`src/rtl/pixel_serializer.sv`:
```
// Pixel word to bit-stream serializer feeding the WS2812 bit writer.
// Shifts GRB words MSB-first over a valid/ready bit handshake and enforces the latch period between frames.
module pixel_serializer #(
    parameter int CLK_HZ       = 12_000_000,
    parameter int LATCH_US     = 80,
    parameter int LATCH_CYCLES = CLK_HZ / 1_000_000 * LATCH_US,
    parameter int UNDERRUN_CYC = LATCH_CYCLES / 2,
    parameter int BITS         = 24
) (
    input  logic            CLK,
    input  logic            RST,
    input  logic [BITS-1:0] pixel_data,
    input  logic            pixel_last,
    input  logic            pixel_valid,
    output logic            pixel_ready,
    output logic            bit_value,
    output logic            bit_valid,
    input  logic            bit_ready,
    output logic [15:0]     pixel_count,
    output logic            frame_done,
    output logic            underrun
);

    localparam int LW = $clog2(LATCH_CYCLES + 1);
    localparam int GW = $clog2(UNDERRUN_CYC + 1);
    localparam int CW = $clog2(BITS);

    localparam logic [1:0] ST_LATCH = 2'd0;
    localparam logic [1:0] ST_IDLE  = 2'd1;
    localparam logic [1:0] ST_SHIFT = 2'd2;

    localparam logic [LW-1:0] LATCH_END = LW'(LATCH_CYCLES - 1);
    localparam logic [GW-1:0] GAP_END   = GW'(UNDERRUN_CYC - 1);
    localparam logic [CW-1:0] BIT_END   = CW'(BITS - 1);

    logic [1:0]      state_r;
    logic [LW-1:0]   latch_cnt_r;
    logic [GW-1:0]   gap_cnt_r;
    logic [CW-1:0]   bit_cnt_r;
    logic [BITS-1:0] shreg_r;
    logic            last_r;
    logic            no_done_r;
    logic            ready_r;
    logic            valid_r;
    logic            done_r;
    logic            underrun_r;
    logic [15:0]     count_r;
    logic            word_xfer_s;
    logic            bit_xfer_s;

    assign word_xfer_s = pixel_valid && ready_r;
    assign bit_xfer_s  = valid_r && bit_ready;

    // Control FSM, shift register and frame bookkeeping
    always_ff @(posedge CLK) begin
        if (RST) begin
            state_r     <= ST_LATCH;
            latch_cnt_r <= '0;
            gap_cnt_r   <= '0;
            bit_cnt_r   <= '0;
            shreg_r     <= '0;
            last_r      <= 1'b0;
            no_done_r   <= 1'b1;
            ready_r     <= 1'b0;
            valid_r     <= 1'b0;
            done_r      <= 1'b0;
            underrun_r  <= 1'b0;
            count_r     <= 16'd0;
        end else begin
            done_r     <= 1'b0;
            underrun_r <= 1'b0;
            case (state_r)
                ST_LATCH: begin
                    if (latch_cnt_r == LATCH_END) begin
                        state_r     <= ST_IDLE;
                        ready_r     <= 1'b1;
                        latch_cnt_r <= '0;
                        count_r     <= 16'd0;
                        done_r      <= !no_done_r;
                        no_done_r   <= 1'b0;
                    end else begin
                        latch_cnt_r <= latch_cnt_r + LW'(1);
                    end
                end
                ST_IDLE: begin
                    // An arriving word wins over an expiring gap so nothing is dropped while ready is high
                    if (word_xfer_s) begin
                        shreg_r   <= pixel_data;
                        last_r    <= pixel_last;
                        bit_cnt_r <= '0;
                        gap_cnt_r <= '0;
                        ready_r   <= 1'b0;
                        valid_r   <= 1'b1;
                        state_r   <= ST_SHIFT;
                    end else if (count_r != 16'd0) begin
                        if (gap_cnt_r == GAP_END) begin
                            underrun_r  <= 1'b1;
                            no_done_r   <= 1'b1;
                            gap_cnt_r   <= '0;
                            ready_r     <= 1'b0;
                            latch_cnt_r <= '0;
                            state_r     <= ST_LATCH;
                        end else begin
                            gap_cnt_r <= gap_cnt_r + GW'(1);
                        end
                    end else begin
                        gap_cnt_r <= '0;
                    end
                end
                ST_SHIFT: begin
                    if (bit_xfer_s) begin
                        shreg_r   <= {shreg_r[BITS-2:0], 1'b0};
                        bit_cnt_r <= bit_cnt_r + CW'(1);
                        if (bit_cnt_r == BIT_END) begin
                            valid_r <= 1'b0;
                            if (count_r != 16'hFFFF) begin
                                count_r <= count_r + 16'd1;
                            end else begin
                                count_r <= count_r;
                            end
                            if (last_r) begin
                                latch_cnt_r <= '0;
                                state_r     <= ST_LATCH;
                            end else begin
                                ready_r <= 1'b1;
                                state_r <= ST_IDLE;
                            end
                        end else begin
                            valid_r <= 1'b1;
                        end
                    end else begin
                        valid_r <= valid_r;
                    end
                end
                default: begin
                    state_r     <= ST_LATCH;
                    latch_cnt_r <= '0;
                    no_done_r   <= 1'b1;
                    ready_r     <= 1'b0;
                    valid_r     <= 1'b0;
                end
            endcase
        end
    end

    assign pixel_ready = ready_r;
    assign bit_value   = shreg_r[BITS-1];
    assign bit_valid   = valid_r;
    assign pixel_count = count_r;
    assign frame_done  = done_r;
    assign underrun    = underrun_r;

endmodule
```
`config.mk`:
```
export PLATFORM = sky130hd
export DESIGN_NAME = pixel_serializer
export DESIGN_NICKNAME = d
export VERILOG_FILES = /design/src/rtl/pixel_serializer.sv
export SDC_FILE = /design/constraint.sdc
export NUM_CORES = 1
export LEC_CHECK = 0
export CAP_MARGIN = 20
export CORE_MARGIN = 1
export CORE_UTILIZATION = 60
export CTS_CLUSTER_SIZE = 14
export DETAILED_ROUTE_END_ITERATION = 6
export PLACE_DENSITY = 0.86
export SYNTH_ARGS = -nofsm -noshare
export SYNTH_HDL_FRONTEND = slang
export SYNTH_SLANG_ARGS = --single-unit
export TNS_END_PERCENT = 50
```
`constraint.sdc`:
```
create_clock -name CLK -period 5 [get_ports CLK]
set_input_delay 0.5 -clock CLK [delete_from_list [all_inputs] [get_ports CLK]]
set_output_delay 0.5 -clock CLK [all_outputs]
set_load 0.05 [all_outputs]
```
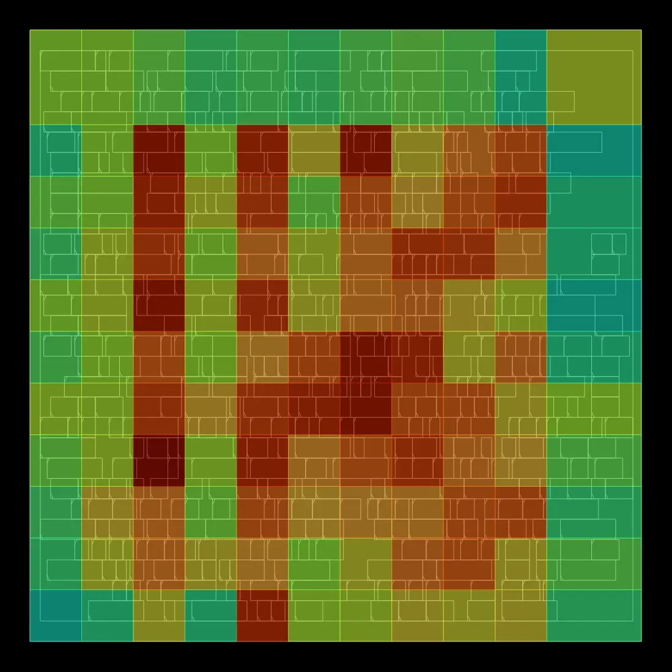
congestion.png
met1 capacity usage during global routing: 36.5%
average wire per cell in the routed design: 16.0 um
overall global routing resource usage: 29.1%
met2 GRT Util: 48.9%
global route hottest layer: met2

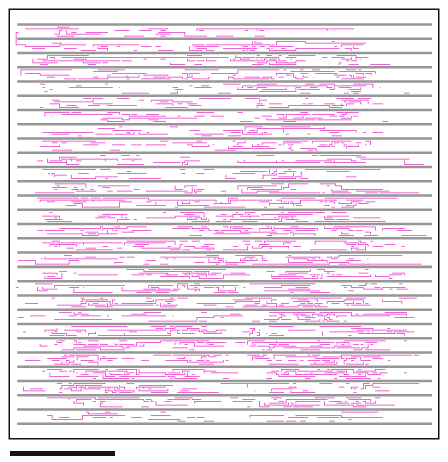
layer_met1.png
The bar under the picture is 20 um long. Supply wires on this layer in gray.
share of all routed wire = 43%
longest straight run = 31.7 um
nets with wire on the layer = 480
wire length on this layer = 3870 um
main direction = horizontal

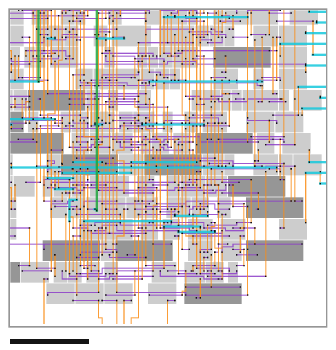
detail.png
The bar under the picture is 10 um long. Window x 41 to 81, y 0 to 40 um. Cells in gray, sequential cells in the stronger gray; small squares are vias.
cyan -> metal 3
orange -> metal 2
green -> metal 4
purple -> metal 1
most frequent = clkdlybuf4s50_1 (17), nand2_1 (13), dfxtp_1 (12)
sequential cells in the window = 12
cells with their middle in the window = 130
netlist names of flops here include = pixel_count (11), bit_valid (1)

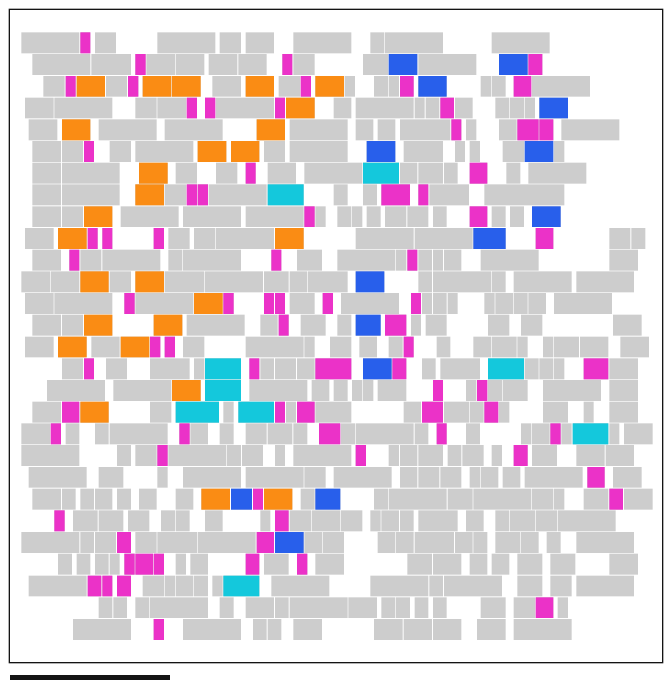
logic_types.png
The bar under the picture is 20 um long.
cyan -> fa/ha/maj cells  # cells 9, most used ha_1
magenta -> nor cells  # cells 80, most used nor2_1, where widely spread
blue -> non-inverting ao/oa cells  # cells 14, most used a32o_1
orange -> mux cells  # cells 26, most used mux2i_1

==> Changelog: implementation <==
### Changed

- Outcome: finished clean
- Simple share: 23.9%
- Antenna-violating nets left: 0
- Number of cells on the worst hold path: 2
- Clock Sinks: 72
- Worst Path Class, Setup: register to register
- Storage element area: 1440 um^2
- Share of layout cells above drive strength 1: 6.10%
- Highest-power group: sequential cells
- OpenROAD warnings: 30
- Post-detailed-route via-to-cell ratio: 6.41
- Largest cells by area after synthesis: dfxtp_1, mux2i_1, nor2_1
- Sequential cell area share: 32.2%
- Multi-input logic area: 2200 um^2
- Maximum clock frequency: 298 MHz
- Synthesis area per yosys: 3800 um^2
- FFs & Latches: 72
- Internal reg-to-reg setup slack: 1650 ps
- Post-cts hold-fix buffer tally: 0
- Vias in the first global route: 3343
- Remaining DRCs: 0
- Tap cell count: 75
- Portion of the clock cycle consumed by the worst path in the final layout: 67.0%
- Post-synthesis to final-layout area growth: 17.5%
- Max_slew headroom: 27.0%
- Worst reg2reg path startpoint: state_r[0]$_SDFFE_PP0P_
- Net switching share of the total power: 28.8%
- HPWL after DPL: 6000 um
- Die Ht: 81.6 um
- Combinational gate power: 187 uW
- VDD IR max: 0.303 mV
- Site row count: 28
- Main logic family after synthesis: simple AND/OR/NAND/NOR gates
- Util after Layout: 74.2%
- Combinational fraction of design power: 15.2%
- Multi-input combinational area share: 49.3%
- Most used cell, CP: a21oi_1
- Gp weighted congestion: 0.838
- Largest contributor to cell area by class: multi-input combinational cells
- Setup crit end: pixel_count[12]$_SDFFE_PP0P_
- Worst path cell trace: inv_1, ha_2, a21boi_0, a21oi_1, o21ai_1, o21ai_0, a21oi_1
- Synth Area per Inst: 8.38 um^2
- Net switching power figure: 355 uW
- Post-synthesis cell type with the largest combined area: dfxtp_1
- Largest type area fraction: 37.9%
- Non-clock inverter instance count of the final layout: 14
- Hold Fails Final Rpt: 0
- Top-count cell post-synth: dfxtp_1
- Number of buffers inserted during clock tree synthesis: 9
- Synthesized-area fraction occupied by xor and xnor cells: 0.921%
- Overall via count from detail_route: 3633
- Power dissipated in sequential cells: 630 uW
- Proportion of power drawn by flip-flops and latches: 51.1%
- N_diodes: 0
- Registers, synthesis: 72
- Die span in x: 81.6 um
- Core outline area: 6030 um^2
- Worst flop-to-flop path endpoint: pixel_count[12]$_SDFFE_PP0P_
- Setup repair after global routing missed its margin: no
- Chip footprint: 6660 um^2
- Detailed-routing iteration count for the pre-antenna-repair pass: 5
- Number of ordinary and repair buffers in the finished layout: 52
[per-stage QoR]
stage | setup slack [ps] | total power, mW | std cells | hold WS, ps | instance area (um^2)
floorplan | 2520 | 0.766 | 454 | 458 | 3800
global placement | 1880 | 0.818 | 551 | 473 | 4300
detailed placement | 1820 | 0.829 | 551 | 478 | 4300
CTS | 1760 | 1.24 | 567 | 493 | 4470
global route | 1410 | 1.29 | 567 | 516 | 4470
finish | 1650 | 1.23 | 567 | 489 | 4470
[routing by layer]
metal  GRT usage, %  vias up  wire [um]
li1               -     1779          -
met1           36.5     1707       3870
met2           48.9      128       4550
met3           4.11       19        450
met4           14.2        0        201
met5              0        -          0
[worst max-delay path, delay by kind of cell, from the launching register on]
family / cells / cell delay (ps)
compound gates: 5 / 1940
fa+ha+maj: 1 / 890
flops: 1 / 330
buf+inv: 1 / 100
Power and IR drop assume default switching activity.
